### Cells by drive strength, run 1

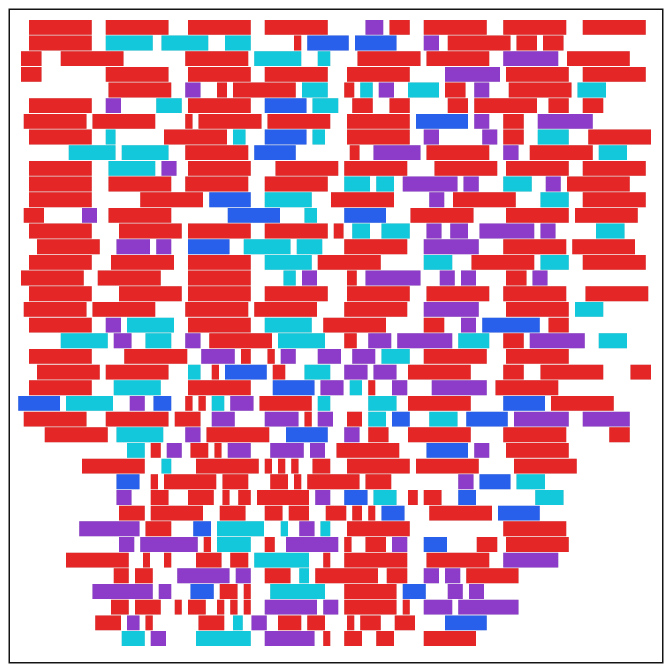
### Clock nets, run 1

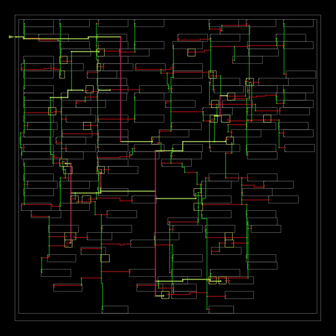
### Cell classes on the final placement, run 1

The bar under the picture is 20 um long.
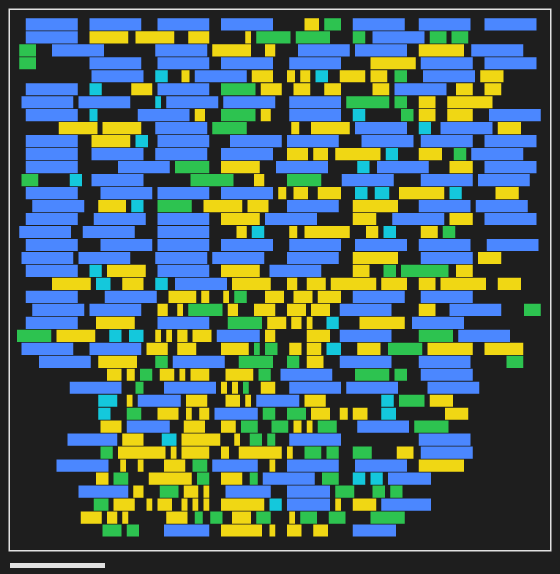
### M1 wires, run 1

Supply wires on this layer in grey. Cells faint in the background.
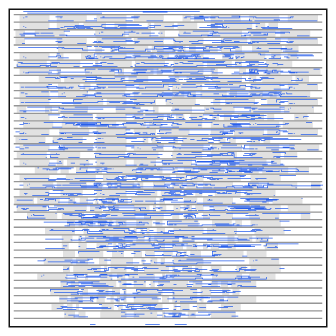
[src/rtl/fifo_flags_pkg.sv]
// fifo_flags_pkg: shared constants helper and parameter legality checks for the fifo family
`ifndef FIFO_FLAGS_PKG_SV
`define FIFO_FLAGS_PKG_SV
package fifo_flags_pkg;
  function automatic int clog2(input int v);
    int r;
    r = 0;
    while ((1 << r) < v) r++;
    return r;
  endfunction
endpackage
`define FIFO_FLAGS_CHECK(D, AF, AE) \
  if ((D) < 2 || ((D) & ((D) - 1)) != 0) begin : g_bad_depth \
    $error("fifo_flags: DEPTH must be a power of two and at least 2"); \
  end \
  if ((AF) < 1 || (AF) > (D)) begin : g_bad_af \
    $error("fifo_flags: AF_LEVEL must be in 1..DEPTH"); \
  end \
  if ((AE) < 0 || (AE) > (D) - 1) begin : g_bad_ae \
    $error("fifo_flags: AE_LEVEL must be in 0..DEPTH-1"); \
  end
`endif

[src/rtl/fifo_flags_if.sv]
// fifo_flags_if: producer/consumer handshake and status bundle of the flagged fifo
interface fifo_flags_if import fifo_flags_pkg::*; #(
  parameter int W     = 8,
  parameter int DEPTH = 16
) ();
  localparam int AW = clog2(DEPTH);
  logic          push;
  logic [W-1:0]  in;
  logic          pop;
  logic          clr_err;
  logic [W-1:0]  data_out;
  logic          full;
  logic          empty;
  logic          almost_full;
  logic          almost_empty;
  logic [AW:0]   count;
  logic          overflow;
  logic          underflow;
  modport master (
    output push, in, pop, clr_err,
    input  data_out, full, empty, almost_full, almost_empty, count, overflow, underflow
  );
  modport slave (
    input  push, in, pop, clr_err,
    output data_out, full, empty, almost_full, almost_empty, count, overflow, underflow
  );
endinterface

[src/rtl/fifo_flags_ram.sv]
// fifo_ram: DEPTH x W storage, synchronous write port, asynchronous read port, no reset
module fifo_ram #(
  parameter int W     = 8,
  parameter int DEPTH = 16,
  parameter int AW    = 4
) (
  input  logic          clk,
  input  logic          i_we,
  input  logic [AW-1:0] i_waddr,
  input  logic [W-1:0]  i_wdata,
  input  logic [AW-1:0] i_raddr,
  output logic [W-1:0]  o_rdata
);
  logic [W-1:0] r_mem [DEPTH];
  // write the addressed entry on an accepted push
  always_ff @(posedge clk)
    if (i_we) r_mem[i_waddr] <= i_wdata;
  assign o_rdata = r_mem[i_raddr];
endmodule

[src/rtl/fifo_flags.sv]
// fifo_flags: fwft synchronous fifo with occupancy count, threshold flags and sticky error flags
module fifo_flags import fifo_flags_pkg::*; #(
  parameter int W        = 8,
  parameter int DEPTH    = 16,
  parameter int AF_LEVEL = DEPTH - 2,
  parameter int AE_LEVEL = 2
) (
  input  logic        clk,
  input  logic        reset,
  fifo_flags_if.slave bus
);
  localparam int AW = clog2(DEPTH);
  localparam logic [AW:0] FULL_C = (AW+1)'(DEPTH);
  localparam logic [AW:0] AF_C   = (AW+1)'(AF_LEVEL);
  localparam logic [AW:0] AE_C   = (AW+1)'(AE_LEVEL);

  `FIFO_FLAGS_CHECK(DEPTH, AF_LEVEL, AE_LEVEL)

  logic [AW-1:0] r_wr_ptr;
  logic [AW-1:0] r_rd_ptr;
  logic [AW:0]   r_count;
  logic          r_ovf;
  logic          r_unf;
  logic          w_push_ok;
  logic          w_pop_ok;
  logic          w_push_rej;
  logic          w_pop_rej;

  // a full fifo still takes a push when the head is popped in the same cycle; an empty one never pops
  always_comb begin
    w_push_ok  = bus.push && (r_count != FULL_C || bus.pop);
    w_pop_ok   = bus.pop && r_count != '0;
    w_push_rej = bus.push && !w_push_ok;
    w_pop_rej  = bus.pop && !w_pop_ok;
  end

  // pointers, occupancy and sticky errors; a new error wins over clr_err
  always_ff @(posedge clk or posedge reset)
    if (reset) begin
      r_wr_ptr <= '0;
      r_rd_ptr <= '0;
      r_count  <= '0;
      r_ovf    <= 1'b0;
      r_unf    <= 1'b0;
    end else begin
      if (w_push_ok) r_wr_ptr <= r_wr_ptr + AW'(1);
      if (w_pop_ok) r_rd_ptr <= r_rd_ptr + AW'(1);
      r_count <= r_count + (AW+1)'(w_push_ok) - (AW+1)'(w_pop_ok);
      r_ovf   <= w_push_rej | (r_ovf & ~bus.clr_err);
      r_unf   <= w_pop_rej | (r_unf & ~bus.clr_err);
    end

  fifo_ram #(.W(W), .DEPTH(DEPTH), .AW(AW)) u_ram (
    .clk     (clk),
    .i_we    (w_push_ok),
    .i_waddr (r_wr_ptr),
    .i_wdata (bus.in),
    .i_raddr (r_rd_ptr),
    .o_rdata (bus.data_out)
  );

  assign bus.count        = r_count;
  assign bus.full         = r_count == FULL_C;
  assign bus.empty        = r_count == '0;
  assign bus.almost_full  = r_count >= AF_C;
  assign bus.almost_empty = r_count <= AE_C;
  assign bus.overflow     = r_ovf;
  assign bus.underflow    = r_unf;
endmodule

[src/flat_wrapper.sv]
// flat-port wrapper written by rule: the top's interface ports become plain ports
module fifo_flags_flat import fifo_flags_pkg::*;
#(
  parameter int W        = 8,
  parameter int DEPTH    = 16,
  parameter int AF_LEVEL = DEPTH - 2,
  parameter int AE_LEVEL = 2
)
  (clk, reset, bus_push, bus_in, bus_pop, bus_clr_err, bus_data_out, bus_full, bus_empty, bus_almost_full, bus_almost_empty, bus_count, bus_overflow, bus_underflow);
  fifo_flags_if #(.W(W), .DEPTH(DEPTH)) bus_i ();
  input  logic clk;
  input  logic reset;
  input wire logic [$bits(bus_i.push)-1:0] bus_push;
  input wire logic [$bits(bus_i.in)-1:0] bus_in;
  input wire logic [$bits(bus_i.pop)-1:0] bus_pop;
  input wire logic [$bits(bus_i.clr_err)-1:0] bus_clr_err;
  output wire logic [$bits(bus_i.data_out)-1:0] bus_data_out;
  output wire logic [$bits(bus_i.full)-1:0] bus_full;
  output wire logic [$bits(bus_i.empty)-1:0] bus_empty;
  output wire logic [$bits(bus_i.almost_full)-1:0] bus_almost_full;
  output wire logic [$bits(bus_i.almost_empty)-1:0] bus_almost_empty;
  output wire logic [$bits(bus_i.count)-1:0] bus_count;
  output wire logic [$bits(bus_i.overflow)-1:0] bus_overflow;
  output wire logic [$bits(bus_i.underflow)-1:0] bus_underflow;
  assign bus_i.push = bus_push;
  assign bus_i.in = bus_in;
  assign bus_i.pop = bus_pop;
  assign bus_i.clr_err = bus_clr_err;
  assign bus_data_out = bus_i.data_out;
  assign bus_full = bus_i.full;
  assign bus_empty = bus_i.empty;
  assign bus_almost_full = bus_i.almost_full;
  assign bus_almost_empty = bus_i.almost_empty;
  assign bus_count = bus_i.count;
  assign bus_overflow = bus_i.overflow;
  assign bus_underflow = bus_i.underflow;
  fifo_flags #(.W(W), .DEPTH(DEPTH), .AF_LEVEL(AF_LEVEL), .AE_LEVEL(AE_LEVEL)) u_core (.clk(clk), .reset(reset), .bus(bus_i));
endmodule
[config.mk]
export PLATFORM = sky130hd
export DESIGN_NAME = fifo_flags_flat
export DESIGN_NICKNAME = d
export VERILOG_FILES = /design/src/rtl/fifo_flags_pkg.sv /design/src/rtl/fifo_flags_if.sv /design/src/rtl/fifo_flags_ram.sv /design/src/rtl/fifo_flags.sv /design/src/flat_wrapper.sv
export SDC_FILE = /design/constraint.sdc
export NUM_CORES = 1
export LEC_CHECK = 0
export CELL_PAD_IN_SITES_DETAIL_PLACEMENT = 1
export CELL_PAD_IN_SITES_GLOBAL_PLACEMENT = 1
export CORE_MARGIN = 1
export CORE_UTILIZATION = 48
export CTS_BUF_LIST = sky130_fd_sc_hd__clkbuf_4
export CTS_CLUSTER_SIZE = 25
export DETAILED_ROUTE_END_ITERATION = 8
export GPL_TIMING_DRIVEN = 0
export PLACE_DENSITY = 0.84
export SYNTH_ARGS = -nofsm -noshare
export SYNTH_HDL_FRONTEND = slang
export SYNTH_SLANG_ARGS = --single-unit
[constraint.sdc]
create_clock -name clk -period 2.4 [get_ports clk]
set_input_delay 0.24 -clock clk [delete_from_list [all_inputs] [get_ports clk]]
set_output_delay 0.24 -clock clk [all_outputs]
set_load 0.1 [all_outputs]
==> reports/qor.txt, run 1 <==
Crit Path Max Fanout -> 10
Setup crit start -> u_core.r_rd_ptr[3]
CTS H-tree depth -> 4
Die Ht -> 113 um
Non-clock buffer share -> 11.5%
Setup ws final -> -0.234 ns
M1 WL -> 6.76 mm
Routed length on met3 -> 747 um
CTS root buffer -> clkbuf_4
Syn Area/Cell -> 17.6 um2
Top cell type by total area after synthesis -> edfxtp_1
Top cell excl fill/tap -> edfxtp_1
Crit path launch type -> flip-flop
EDFF count, synth -> 128
Row cnt -> 40
First-pass GRT wire length -> 22.7 mm
Crit path cell chain -> clkinvlp_4 > buf_4 > a221oi_4 > o21ai_1 > nand2_2 > buf_12
GP Congestion -> 0.766
Endpoints failing setup -> 10
CTS max path bufs -> 2
Detailed-route DRC error count -> 0
Comb area -> 0.00209 mm2
GR Layer Usage met1 -> 31.2%
Final Cell Area -> 0.00771 mm2
DRT antenna net count -> 0
Clock sink count -> 143
Failing checks -> setup timing
Yosys reg bits -> 143
R2R Path End -> u_core.bus.count[4]
CTS resizes -> 158
Syn-to-layout area delta -> 30.0%
Sequential share of cell area -> 54.9%
Non-clk invs -> 17
Most flops, register -> u_core.u_ram.r_mem
Status -> complete, but fails checks
About 'Cells by drive strength':
colour	size	cells
purple	x3 and x4	89
blue	x6 and larger	31
red	x1 and smaller	238
cyan	x2	69

About 'Clock nets':
Worst Skew: 0.0270 ns
total CTS buffers: 17

About 'Cell classes on the final placement':
colour	class	cells
green	remaining buffers and delay cells	75
yellow	remaining logic cells	177
cyan	clock drivers and dummy loads	32
blue	registers	143

About 'M1 wires':
wire length on this layer	6760 um
nets with wire on the layer	416
share of all routed wire	40%
main direction	horizontal

==> inputs of run 2 (changes only) <==
--- a/config.mk
+++ b/config.mk
@@ -7,7 +7,7 @@
 export LEC_CHECK = 0
 export CELL_PAD_IN_SITES_DETAIL_PLACEMENT = 1
 export CELL_PAD_IN_SITES_GLOBAL_PLACEMENT = 1
-export CORE_MARGIN = 1
+export CORE_MARGIN = 2
 export CORE_UTILIZATION = 48
 export CTS_BUF_LIST = sky130_fd_sc_hd__clkbuf_4
 export CTS_CLUSTER_SIZE = 25
### M1 wires, run 2

Supply wires on this layer in grey. Cells faint in the background.
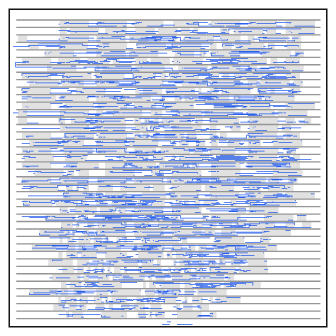
nets with wire on the layer	409
longest straight run	53.8 um
main direction	horizontal
share of all routed wire	41%
wire length on this layer	6280 um
total number of vias: 3301
Total Routed Length: 15.4 mm
GR Layer Usage met1: 27.8%

### Cell classes on the final placement, run 2

The bar under the picture is 20 um long.
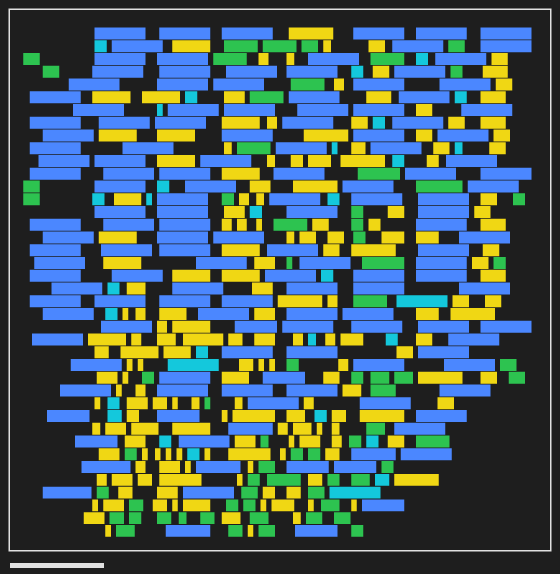
colour	class	cells
green	remaining buffers and delay cells	67
yellow	remaining logic cells	178
cyan	clock drivers and dummy loads	31
blue	registers	143

==> reports/qor.txt, run 2 <==
GP Congestion -> 0.836 (was 0.766)
Cell Type Count -> 34 (unchanged)
Detailed-route DRC error count -> 0 (unchanged)
Crit Path Max Fanout -> 10 (unchanged)
Most flops, register -> u_core.u_ram.r_mem (unchanged)
CTS max path bufs -> 2 (unchanged)
Syn Area/Cell -> 17.6 um2 (unchanged)
Yosys reg bits -> 143 (unchanged)
First-pass GRT wire length -> 21.2 mm (was 22.7 mm)
Status -> complete, but fails checks (unchanged)
Endpoints failing setup -> 9 (was 10)
Non-clk invs -> 17 (unchanged)
CTS H-tree depth -> 4 (unchanged)
Setup ws final -> -0.280 ns (was -0.234 ns)
R2R Path End -> u_core.bus.count[4] (unchanged)
DRT antenna net count -> 0 (unchanged)
Top cell excl fill/tap -> edfxtp_1 (unchanged)
Worst Skew -> 0.0312 ns (was 0.0270 ns)
Failing checks -> setup timing (unchanged)
Non-clock buffer share -> 10.1% (was 11.5%)
CTS resizes -> 132 (was 158)
Synthesized area -> 0.00593 mm2 (unchanged)
Comb area -> 0.00195 mm2 (was 0.00209 mm2)
Setup crit start -> u_core.r_rd_ptr[0] (was u_core.r_rd_ptr[3])
Total CTS buffers -> 17 (unchanged)
Crit path cell chain -> buf_6 > buf_6 > mux2i_1 > a221oi_2 > a22oi_1 > nand2_1 > buf_12 (was clkinvlp_4 > buf_4 > a221oi_4 > o21ai_1 > nand2_2 > buf_12)
CTS root buffer -> clkbuf_4 (unchanged)
Sequential share of cell area -> 56.3% (was 54.9%)
EDFF count, synth -> 128 (unchanged)
# diodes -> 0 (unchanged)
Row cnt -> 40 (unchanged)
Die Ht -> 115 um (was 113 um)
Top cell type by total area after synthesis -> edfxtp_1 (unchanged)
Final Cell Area -> 0.00751 mm2 (was 0.00771 mm2)
Routed length on met3 -> 658 um (was 747 um)
### Cells by drive strength, run 2

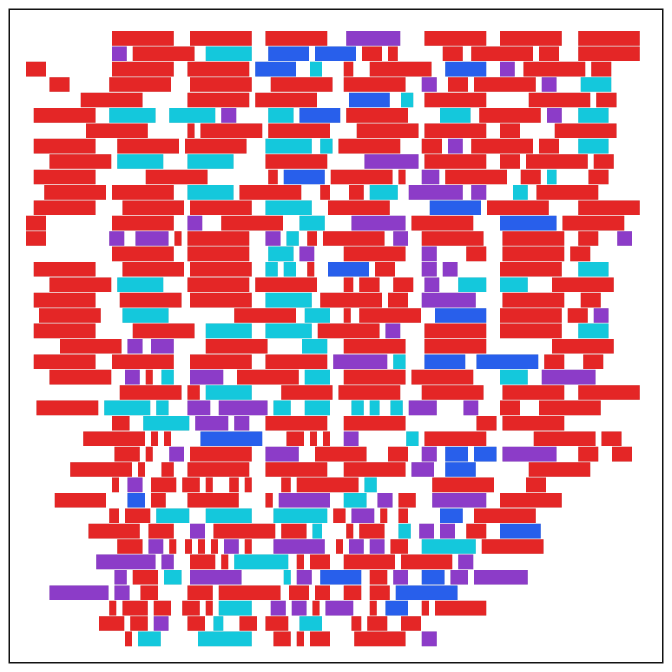
colour	size	cells
red	x1 and smaller	256
purple	x3 and x4	74
blue	x6 and larger	24
cyan	x2	65

==> inputs of run 3 (changes only) <==
--- a/config.mk
+++ b/config.mk
@@ -5,15 +5,17 @@
 export SDC_FILE = /design/constraint.sdc
 export NUM_CORES = 1
 export LEC_CHECK = 0
+export CAP_MARGIN = 40
 export CELL_PAD_IN_SITES_DETAIL_PLACEMENT = 1
 export CELL_PAD_IN_SITES_GLOBAL_PLACEMENT = 1
 export CORE_MARGIN = 2
-export CORE_UTILIZATION = 48
+export CORE_UTILIZATION = 46
 export CTS_BUF_LIST = sky130_fd_sc_hd__clkbuf_4
 export CTS_CLUSTER_SIZE = 25
 export DETAILED_ROUTE_END_ITERATION = 8
 export GPL_TIMING_DRIVEN = 0
-export PLACE_DENSITY = 0.84
+export HOLD_SLACK_MARGIN = 0.1
+export PLACE_DENSITY = 0.81
 export SYNTH_ARGS = -nofsm -noshare
 export SYNTH_HDL_FRONTEND = slang
 export SYNTH_SLANG_ARGS = --single-unit
### Clock network drawn from the DEF, run 3

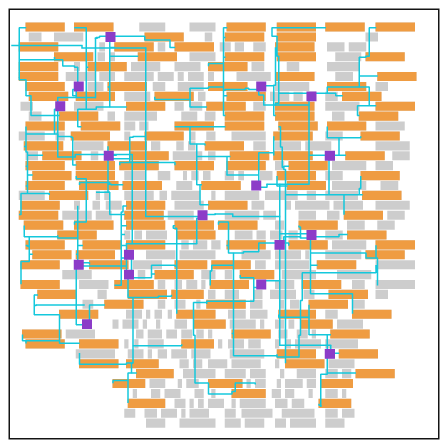
[cyan] clock wires | length: 1820 um
[purple] clock-net drivers | count: 17
[orange] flip-flops | count: 143
routed clock nets	18
flops lie	widely spread
Skew-Pair Late Insertion Delay: 0.56 ns
Worst Skew: 0.0265 ns

### Cell classes on the final placement, run 3

The bar under the picture is 20 um long.
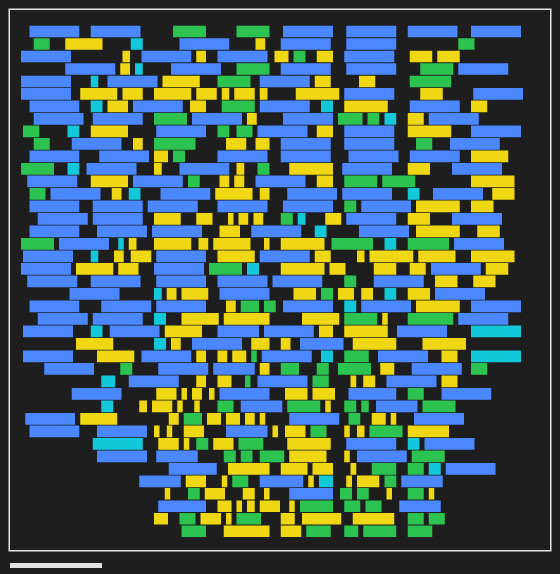
colour	class	cells
green	remaining buffers and delay cells	83
cyan	clock drivers and dummy loads	31
yellow	remaining logic cells	177
blue	registers	143
row cnt: 41
Core Box Area: 0.0126 mm2
Final Cell Area: 0.00799 mm2
sequential share of cell area: 53.0%
Final Util: 63.3%

==> reports/qor.txt, run 3 <==
Tot GR Track Use -> 24.4% (was 22.3%)
First DRT Iteration DRCs -> 258 (was 199)
CTS resizes -> 70 (was 132)
Setup crit start -> u_core.r_rd_ptr[0] (unchanged)
Status -> complete, but fails checks (unchanged)
# diodes -> 0 (unchanged)
Crit path cell chain -> buf_12 > clkbuf_16 > mux2i_1 > a221oi_4 > o21ai_0 > nand2_2 > buf_12 (was buf_6 > buf_6 > mux2i_1 > a221oi_2 > a22oi_1 > nand2_1 > buf_12)
Detailed-route DRC error count -> 0 (unchanged)
Die Ht -> 118 um (was 115 um)
Top cell excl fill/tap -> edfxtp_1 (unchanged)
Hold WS -> 0.344 ns (was 0.0459 ns)
CTS root buffer -> clkbuf_4 (unchanged)
Syn-to-layout area delta -> 34.7% (was 26.6%)
Buffers, non-clock -> 83 (was 67)
N_taps -> 172 (was 168)
GR Layer Usage met1 -> 29.1% (was 27.8%)
First-pass GRT wire length -> 24.4 mm (was 21.2 mm)
Cell Type Count -> 34 (unchanged)
CTS H-tree depth -> 4 (unchanged)
Most flops, register -> u_core.u_ram.r_mem (unchanged)
Non-clk invs -> 17 (unchanged)
R2R Path End -> u_core.bus.count[4] (unchanged)
Met3 usage -> 4.99% (was 5.06%)
Crit path buf inv count -> 3 (unchanged)
Levels on crit path -> 7 (unchanged)
Yosys reg bits -> 143 (unchanged)
Total Routed Length -> 17.6 mm (was 15.4 mm)
Fin nets -> 451 (was 436)
Syn Area/Cell -> 17.6 um2 (unchanged)
Total number of vias -> 3481 (was 3301)
DRT antenna net count -> 0 (unchanged)
Failing checks -> setup timing (unchanged)
Total CTS buffers -> 17 (unchanged)
Clock sink count -> 143 (unchanged)
Crit path launch type -> flip-flop (unchanged)
Routed length on met3 -> 1.03 mm (was 658 um)
Crit Path Max Fanout -> 8 (was 10)
Placed cell area -> 0.00684 mm2 (was 0.00653 mm2)
M1 WL -> 6.53 mm (was 6.28 mm)
Endpoints failing setup -> 10 (was 9)
EDFF count, synth -> 128 (unchanged)
Top cell type by total area after synthesis -> edfxtp_1 (unchanged)
Clock buf/inv share -> 3.59% (was 3.81%)
Setup ws final -> -0.305 ns (was -0.280 ns)
### Clock nets, run 3

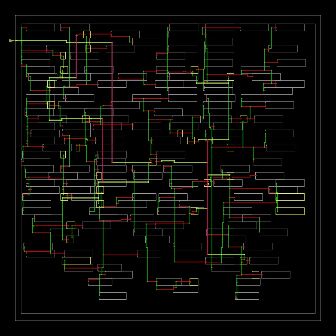
# clk buffers: 19

